===== config.mk =====
export PLATFORM = sky130hd
export DESIGN_NAME = id_ex_stage
export DESIGN_NICKNAME = d
export VERILOG_FILES = /design/src/rtl/cpu_pkg.sv /design/src/rtl/fwd_mux.sv /design/src/rtl/id_ex_stage.sv
export SDC_FILE = /design/constraint.sdc
export NUM_CORES = 1
export LEC_CHECK = 0
export CAP_MARGIN = 15
export CORE_MARGIN = 4
export CORE_UTILIZATION = 32
export CTS_CLUSTER_DIAMETER = 50
export DETAILED_ROUTE_END_ITERATION = 6
export PLACE_DENSITY = 0.76
export SYNTH_ARGS = -nofsm -noshare
export SYNTH_HDL_FRONTEND = slang
export SYNTH_SLANG_ARGS = --single-unit

===== constraint.sdc =====
create_clock -name clk -period 1.3 [get_ports clk]
set_input_delay 0.26 -clock clk [delete_from_list [all_inputs] [get_ports clk]]
set_output_delay 0.26 -clock clk [all_outputs]
set_load 0.01 [all_outputs]

===== src/rtl/cpu_pkg.sv =====
// Shared constants, ALU opcodes and the ID/EX slot layout for the 8-bit pipelined core.
package cpu_pkg;

    localparam int DATA_W = 8;
    localparam int REG_AW = 2;
    localparam int OP_W   = 4;

    localparam logic [OP_W-1:0] ALU_PASS_B = 4'b0000;
    localparam logic [OP_W-1:0] ALU_ADD    = 4'b0001;
    localparam logic [OP_W-1:0] ALU_LOAD_A = 4'b1110;

    typedef struct packed {
        logic              valid;
        logic [OP_W-1:0]   opcode;
        logic [REG_AW-1:0] ra;
        logic [REG_AW-1:0] rb;
        logic              use_a;
        logic              use_b;
        logic [DATA_W-1:0] a;
        logic [DATA_W-1:0] b;
        logic [REG_AW-1:0] rdst;
        logic              wr_en;
        logic              mem_rd;
    } ex_slot_t;

    // A bubble is PASS_B with no write so it can never disturb CCR or the register file.
    localparam ex_slot_t EX_BUBBLE = '{
        valid:  1'b0,
        opcode: ALU_PASS_B,
        ra:     2'b00,
        rb:     2'b00,
        use_a:  1'b0,
        use_b:  1'b0,
        a:      8'h00,
        b:      8'h00,
        rdst:   2'b00,
        wr_en:  1'b0,
        mem_rd: 1'b0
    };

    function automatic logic writer_hit(input logic wr_en,
                                        input logic [REG_AW-1:0] rdst,
                                        input logic [REG_AW-1:0] src);
        return wr_en & (rdst == src);
    endfunction

endpackage


===== src/rtl/fwd_mux.sv =====
// Per-operand bypass select: EX/MEM beats MEM/WB beats the latched register-file value.
module fwd_mux
    import cpu_pkg::*;
(
    input  logic [REG_AW-1:0] src_i,
    input  logic              use_i,
    input  logic [DATA_W-1:0] raw_i,
    input  logic              exmem_wr_en_i,
    input  logic [REG_AW-1:0] exmem_rdst_i,
    input  logic [DATA_W-1:0] exmem_data_i,
    input  logic              memwb_wr_en_i,
    input  logic [REG_AW-1:0] memwb_rdst_i,
    input  logic [DATA_W-1:0] memwb_data_i,
    output logic [DATA_W-1:0] operand_o
);

    // Operand source selection
    always_comb begin
        operand_o = raw_i;
        if (!use_i) begin
            operand_o = raw_i;
        end else if (writer_hit(exmem_wr_en_i, exmem_rdst_i, src_i)) begin
            operand_o = exmem_data_i;
        end else if (writer_hit(memwb_wr_en_i, memwb_rdst_i, src_i)) begin
            operand_o = memwb_data_i;
        end else begin
            operand_o = raw_i;
        end
    end

endmodule


===== src/rtl/id_ex_stage.sv =====
// ID/EX pipeline register with RAW hazard handling. Define FWD_EN for bypassing with
// load-use stall only; otherwise decode stalls until every pending writer has retired.
module id_ex_stage
    import cpu_pkg::*;
(
    input  logic              clk,
    input  logic              rst,
    input  logic              id_valid,
    input  logic [OP_W-1:0]   id_opcode,
    input  logic [REG_AW-1:0] id_ra,
    input  logic [REG_AW-1:0] id_rb,
    input  logic              id_use_a,
    input  logic              id_use_b,
    input  logic [DATA_W-1:0] id_a,
    input  logic [DATA_W-1:0] id_b,
    input  logic [REG_AW-1:0] id_rdst,
    input  logic              id_wr_en,
    input  logic              id_mem_rd,
    output logic              id_ready,
    input  logic              flush,
    input  logic              exmem_wr_en,
    input  logic [REG_AW-1:0] exmem_rdst,
    input  logic [DATA_W-1:0] exmem_data,
    input  logic              memwb_wr_en,
    input  logic [REG_AW-1:0] memwb_rdst,
    input  logic [DATA_W-1:0] memwb_data,
    output logic              ex_valid,
    output logic [DATA_W-1:0] ex_A,
    output logic [DATA_W-1:0] ex_B,
    output logic [OP_W-1:0]   ex_opcode,
    output logic [REG_AW-1:0] ex_rdst,
    output logic              ex_wr_en,
    output logic              ex_mem_rd
);

    ex_slot_t slot_q;
    ex_slot_t slot_d;
    logic     stall_s;

`ifdef FWD_EN
    logic     ex_load_s;

    // Only a load in EX cannot be bypassed: its data appears after MEM.
    always_comb begin
        ex_load_s = slot_q.valid & slot_q.mem_rd & slot_q.wr_en;
        stall_s   = ex_load_s & id_valid &
                    ((id_use_a & (id_ra == slot_q.rdst)) |
                     (id_use_b & (id_rb == slot_q.rdst)));
    end

    fwd_mux u_fwd_a (
        .src_i         (slot_q.ra),
        .use_i         (slot_q.use_a),
        .raw_i         (slot_q.a),
        .exmem_wr_en_i (exmem_wr_en),
        .exmem_rdst_i  (exmem_rdst),
        .exmem_data_i  (exmem_data),
        .memwb_wr_en_i (memwb_wr_en),
        .memwb_rdst_i  (memwb_rdst),
        .memwb_data_i  (memwb_data),
        .operand_o     (ex_A)
    );

    fwd_mux u_fwd_b (
        .src_i         (slot_q.rb),
        .use_i         (slot_q.use_b),
        .raw_i         (slot_q.b),
        .exmem_wr_en_i (exmem_wr_en),
        .exmem_rdst_i  (exmem_rdst),
        .exmem_data_i  (exmem_data),
        .memwb_wr_en_i (memwb_wr_en),
        .memwb_rdst_i  (memwb_rdst),
        .memwb_data_i  (memwb_data),
        .operand_o     (ex_B)
    );
`else
    logic busy_a_s;
    logic busy_b_s;
    logic unused_s;

    // Without bypassing, any in-flight writer of a used source blocks decode.
    always_comb begin
        busy_a_s = writer_hit(slot_q.valid & slot_q.wr_en, slot_q.rdst, id_ra) |
                   writer_hit(exmem_wr_en, exmem_rdst, id_ra) |
                   writer_hit(memwb_wr_en, memwb_rdst, id_ra);
        busy_b_s = writer_hit(slot_q.valid & slot_q.wr_en, slot_q.rdst, id_rb) |
                   writer_hit(exmem_wr_en, exmem_rdst, id_rb) |
                   writer_hit(memwb_wr_en, memwb_rdst, id_rb);
        stall_s  = id_valid & ((id_use_a & busy_a_s) | (id_use_b & busy_b_s));
    end

    assign ex_A     = slot_q.a;
    assign ex_B     = slot_q.b;
    assign unused_s = ^{exmem_data, memwb_data, slot_q.ra, slot_q.rb,
                        slot_q.use_a, slot_q.use_b};
`endif

    // Decode handshake; flush overrides a pending stall.
    always_comb begin
        if (rst) begin
            id_ready = 1'b1;
        end else if (flush) begin
            id_ready = 1'b1;
        end else begin
            id_ready = ~stall_s;
        end
    end

    // Next slot contents: flush > stall > capture.
    always_comb begin
        slot_d = EX_BUBBLE;
        if (flush) begin
            slot_d = EX_BUBBLE;
        end else if (stall_s) begin
            slot_d = EX_BUBBLE;
        end else if (id_valid) begin
            slot_d = '{
                valid:  1'b1,
                opcode: id_opcode,
                ra:     id_ra,
                rb:     id_rb,
                use_a:  id_use_a,
                use_b:  id_use_b,
                a:      id_a,
                b:      id_b,
                rdst:   id_rdst,
                wr_en:  id_wr_en,
                mem_rd: id_mem_rd
            };
        end else begin
            slot_d = EX_BUBBLE;
        end
    end

    // ID/EX slot register
    always_ff @(posedge clk or posedge rst) begin
        if (rst) begin
            slot_q <= EX_BUBBLE;
        end else begin
            slot_q <= slot_d;
        end
    end

    assign ex_valid  = slot_q.valid;
    assign ex_opcode = slot_q.opcode;
    assign ex_rdst   = slot_q.rdst;
    assign ex_wr_en  = slot_q.wr_en;
    assign ex_mem_rd = slot_q.mem_rd;

endmodule


Fig. 1: run 1, wires at chosen ports, followed through buffers
Drawn at 4 px/um.
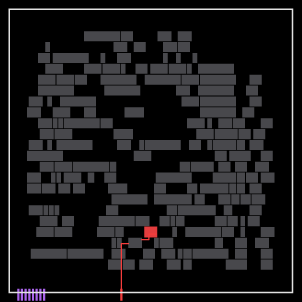
legend:
  purple:
    port: exmem_data
    bits: 8
    direction: input
    edge: bottom
    end_cells: 0
    buffers: 0
  red:
    port: id_valid
    bits: 1
    direction: input
    edge: bottom
    end_cells: 1
    buffers: 1
    wire: 18.6 um
Buffers on Ports: 65
Top Ports: 82

Fig. 2: run 1, met1 routing
Drawn at 6 px/um. Supply wires on this layer in gray. Cells faint in the background.
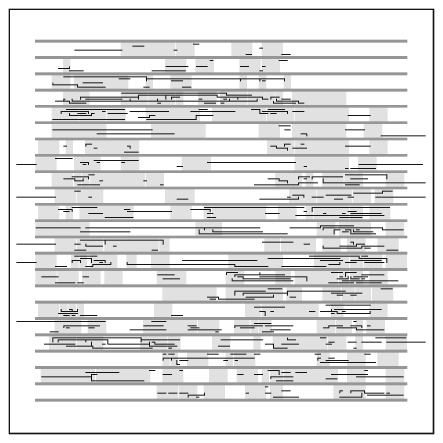
main direction: horizontal
wire length on this layer: 1,370 um
share of all routed wire: 38%
nets with wire on the layer: 179
Total Wirelength: 3570 um
via total after detailed routing: 1,096
GR Util met1: 17.7%

Fig. 3: run 1, cell placement
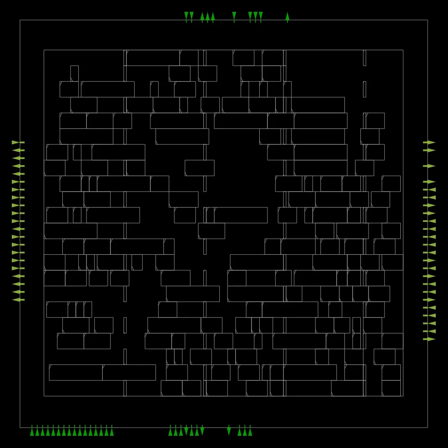
count of sequential standard cells: 25
Rows: 22
number of standard cells in the final layout excluding fillers: 224
number of inserted filler cells in the final layout: 361
fraction of area in registers: 30.9%

==> commit_impl_results.txt, run 1 <==
Add synthesis and place-and-route results

- Outcome: complete, but fails checks
* Violations in the final reports: setup timing
- Final total negative setup slack: -8.09 ns
- Number of buffers inserted during clock tree synthesis: 3
* Maximum clock frequency: 558 MHz
* # hold bufs at CTS: 0
- The final timing report counts setup violations totalling 26.
- The script extracted a net switching power of 0.440 mW.
- The biggest area contributor in the post-synthesis netlist is sky130_fd_sc_hd__dfrtp_1.
* Arrival time at the worst endpoint: 1.53 ns
- Switching share of power: 26.5%
* Fraction of cell area in non-clock buffers: 32.4%
- The worst setup path is captured at an output port.
* Combinational cell power: 0.394 mW
- The area recorded from the Yosys report for this design is about 0.0012 mm^2.
- STA on the placed design reports a worst setup slack of -1.14 ns.
- Ys flops: 25
- The flow reports power dissipated in sequential cells as 0.826 mW.
* Most frequently placed logic cells in the final layout: 32 x sky130_fd_sc_hd__dlygate4sd2_1, 31 x sky130_fd_sc_hd__clkdlybuf4s50_1, 24 x sky130_fd_sc_hd__nand2_1, 24 x sky130_fd_sc_hd__dfrtp_1, 20 x sky130_fd_sc_hd__nor4_2
* Number of synthesis warnings: 0
- In the Yosys report the total cell count is 109.
* Initial DRT Pass Iterations: 4
- In the routed layout, each cell is associated on average with a via count of 4.89.
* Transition time at the pin with the least slew margin: 0.379 ns
- RSZ-0062 raised after global routing: yes
* Overall Global Routing Usage: 15.1%
- In the final run the clock tree shows a worst skew of roughly 0.0033 ns.
* Final critical delay including setup and external delays: around 1.8 ns
* FFs w/ async S/R, synth: 100%
- Critical R2R Launch: ex_rdst[0]
- In the synthesized netlist the dominant register cell turns out to be sky130_fd_sc_hd__dfrtp_1.
- Global routing used 5.61% of the available met3 tracks.
- Per the post-route antenna check, the number of violating nets is 0.
- Met1 WL: ~1400 um
- Power attributed to the clock group is 0.445 mW.
- Met2 usage in global routing: 25.4%
- Total power: around 1.7 mW
* Launching element type of the critical path: primary input
* Power Dens Cells: 820 mW/mm^2
- Clock buffer count: 3
- Cell area after placement: 0.00200 mm^2
- Reported max-cap violation count: 0
- Sequential cells burn 49.6% of the power.
- Per STA, the worst path accumulates the most delay in the family AND-OR/OR-AND gates.
- Per the post-CTS timing run, clock transition at the registers of the reported paths is approximately 0.090 ns.
* Critical Setup Path Class: in2out
- For this run, design rule violations remaining after detail routing come to 0.
- In the final layout, excluding clock buffers the buffer count is just over 70.
* Number of antenna violations at the first check in global routing: 0
* Logic gate share of total power: 23.7%
* Top cells by area, synth: sky130_fd_sc_hd__dfrtp_1 50%, sky130_fd_sc_hd__nor4_2 20%, sky130_fd_sc_hd__nand2_1 7.2%, sky130_fd_sc_hd__xnor2_1 4.9%, sky130_fd_sc_hd__xor2_1 2.1%
* Topmost layer with routed signal wires: met4
- CTS max path bufs: 2
- The synthesis stats list as the most numerous cell sky130_fd_sc_hd__dfrtp_1.
* Synthesized instance count: 109
* Post-synth EDFFs: 0
- At the end of the flow, the number of nets in the layout was 233.
- Placed instance count: roughly 220
- Die Height: roughly 70 um
- Final setup slack of the worst path: -0.491 ns
- Relative area of clock buffers and inverters in the final design: 2.28%
- Tap insertion was completed with approximately 48 tapcells.
run 1: final timing paths:
check | to | slack, ns | cells past startpoint
setup / recovery | id_ready | -0.49 | 6
hold / removal | ex_wr_en | 0.44 | 3
setup reg to reg | ex_wr_en | -0.30 | 5
hold reg to reg | ex_A[3] | 1.20 | 4
max in group asynchronous | ex_rdst[1] | 0.61 | 3
min in group clk | ex_rdst[1] | 0.51 | 3
run 1: cells by family (layout without fill, tap and decap cells):
kind of cell              Yosys count  count (layout)  share of synthesized area [%]
xor gates and xnor gates           10              10                           7.01
buffers and inverters              10              77                           4.61
AOI/OAI and AO/OA                   5               5                           3.81
and+or+nand+nor                    59              59                           34.5
DFF                                25              25                           50.1
--- run 2 (diff from run 1) ---
--- a/config.mk
+++ b/config.mk
@@ -6,10 +6,12 @@
 export NUM_CORES = 1
 export LEC_CHECK = 0
 export CAP_MARGIN = 15
+export CORE_ASPECT_RATIO = 0.75
 export CORE_MARGIN = 4
 export CORE_UTILIZATION = 32
 export CTS_CLUSTER_DIAMETER = 50
 export DETAILED_ROUTE_END_ITERATION = 6
+export GPL_TIMING_DRIVEN = 0
 export PLACE_DENSITY = 0.76
 export SYNTH_ARGS = -nofsm -noshare
 export SYNTH_HDL_FRONTEND = slang
Fig. 4: run 2, local utilization
Drawn at 4 px/um. 8 x 6 tiles, from dark blue (low) to red (high), 0 to 100% covered.
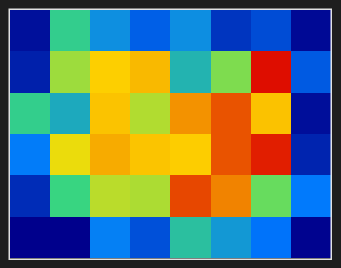
emptiest ninth of the die: lower left
densest ninth of the die: center
mean over tiles: 46%
fullest tile: 99%
tiles over 75% full: 29%
nearly empty tiles: 8.3%
share of the core filled with cells: 63.2%
Core Area: 0.00371 mm^2

Fig. 5: run 2, wires at chosen ports, followed through buffers
Drawn at 3 px/um.
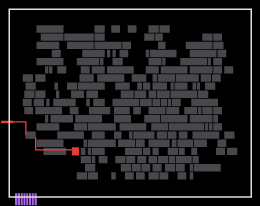
legend:
  purple:
    port: exmem_data
    bits: 8
    direction: input
    edge: bottom
    end_cells: 0
    buffers: 0
  red:
    port: id_valid
    bits: 1
    direction: input
    edge: left
    end_cells: 1
    buffers: 1
    wire: 25.6 um

Fig. 6: run 2, cell placement
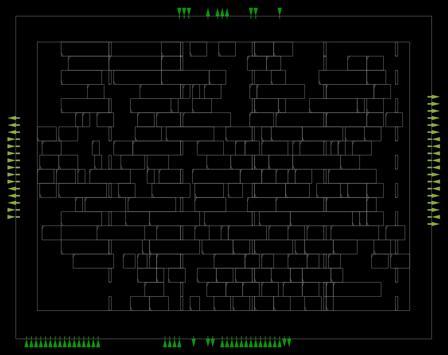
Rows: 19
fraction of area in registers: 26.8%

==> commit_impl_results.txt, run 2 <==
Add synthesis and place-and-route results

* Clock net power: 0.463 mW
* Power Dens Cells: around 750 mW/mm^2
- The final layout report lists a non-clock buffer count of 83.
- Detailed placer's ending HPWL: 2700 um
- Most frequent cell after synthesis: sky130_fd_sc_hd__dfrtp_1
- Synthesized instance count: 109
- Data on the critical path arrives at its endpoint at 1.54 ns.
- Placed instance count: 226
- Per report_power, the combinational group accounts for about a quarter of the total.
- The final layout contains a sequential cell count of 25.
- Yosys attributes the largest share of cell area to sky130_fd_sc_hd__dfrtp_1 50%, sky130_fd_sc_hd__nor4_2 20%, sky130_fd_sc_hd__nand2_1 7.2%, sky130_fd_sc_hd__xnor2_1 4.9%, sky130_fd_sc_hd__xor2_1 2.1%.
* Critical path depth in cells: 5
- Total power: roughly 1.8 mW
- Die Height: ~62 um
- Final hold analysis gives a worst-case slack of 0.441 ns.
- At the end of the flow, the number of nets in the layout was roughly 250.
* CTS max path bufs: 2
- Cell area after placement: 0.00200 mm^2
* Buffers on Ports: around 65
- Sequential share of power: 47.1%
- Most frequently placed logic cells in the final layout: 31 x sky130_fd_sc_hd__clkdlybuf4s50_1, 30 x sky130_fd_sc_hd__dlygate4sd2_1, 24 x sky130_fd_sc_hd__nand2_1
- Reported max-cap violation count: 0
- Reg-to-reg endpoint: ex_opcode[3]
* Max Clock Skew: 0.00464 ns
* Number of buffers inserted during clock tree synthesis: 3
* Relative area of clock buffers and inverters in the final design: under 10%
- Combinational cells consume a total of 0.469 mW.
- Adding up every negative setup slack in the final design gives -7.43 ns.
- In this run the worst setup path terminates at id_ready.
* Sort of element at the end of the critical path: output port
- The final route contains 1,206 vias.
- The biggest area contributor in the post-synthesis netlist is sky130_fd_sc_hd__dfrtp_1.
- In this design, the largest share of critical-path delay is due to flip-flops.
- Netlist Area Pre-Place: 0.00125 mm^2
- Overall Global Routing Usage: 16.4%
* Post-synth EDFFs: 0
* Violations in the final reports: setup timing
* Number of endpoints failing setup at the final stage: 26
- The number of hold buffers added after CTS was 0.
* Number of well taps: around 52
* Final critical delay including setup and external delays: approximately 1.8 ns
- The power report lists the sequential group at slightly above 0.8 mW.
- The synthesis stat section lists a flop and latch total of 25.
* Leading cell category by total area: buffers
* Net count entering floorplan: between 150 and 200
- The final layout report lists a filler cell count of 309.
* Launching element type of the critical path: flip-flop
- Critical R2R Launch: ex_rdst[0]
- RSZ-0062 raised after global routing: yes
* Final setup slack of the worst path: -0.501 ns
- Yosys reported that registers with async set or reset make up 100%.
- Maximum clock frequency: 555 MHz
* Clock buffer count: 3
* Fraction of cell area in non-clock buffers: between 30% and 40%
* Critical Setup Path Class: reg2out
* Worst setup timing slack at the placement stage: -1.26 ns
- Using the TritonRoute via totals, the vias-per-cell ratio works out to 5.03.
- After synthesis, the design contains 109 cells according to Yosys.
- Wires add up to 4040 um.
- Number of antenna violations at the first check in global routing: 0
- Outcome: complete, but fails checks
* Initial DRT Pass Iterations: 4
- Register-to-Register Setup Slack: -0.37 ns
- Entering global routing, the biggest net connects 15 pins.
- Number of synthesis warnings: 0
* Final antenna-violating net count: 0
- Post-synthesis chip area from yosys: ~0.0012 mm^2
* Top Ports: between 80 and 90
- Counting cells, the worst reg-to-reg path comes to 7.
- For the pin with the worst max-slew slack, the measured transition is 0.669 ns.
* Switching share of power: between 20% and 30%
* Sw Pwr: 0.493 mW
- In the routed design, unresolved DRC markers number 0.
- DR iter-0 viols: approximately 44
- Number of standard cells in the final layout excluding fillers: 240
- Synth Flop Type: sky130_fd_sc_hd__dfrtp_1
- Clock-pin slew on the worst setup and hold paths: 0.09 ns
- Across the whole layout, storage elements account for 628 um^2.
## run 2: logic make-up after synthesis
logic type / synth area share, %
AND/OR/NAND/NOR: 34.5
flip-flops: 50.1
XOR/XNOR: 7.01
buffers and inverters: 4.61
AND-OR/OR-AND: 3.81
## run 2: timing repair
action                                  in CTS  in global routing
gates resized                               78                  7
pin swaps                                   24                  5
buffers inserted                             7                  0
gates cloned                                 3                  0
endpoints found under the setup margin      51                 28
## run 2: routing by layer
metal / vias up / wire (um) / part of all wire, % / global-route usage (%)
met3: 2 / 298 / 7.4 / 5.64
met1: 614 / 1570 / 39 / 19.5
li1: 550 / - / - / -
met5: - / 0 / 0 / 0
met4: 0 / 13 / 0.32 / 1.48
met2: 40 / 2160 / 53 / 29.3
Power is estimated from default activity; no workload was simulated.
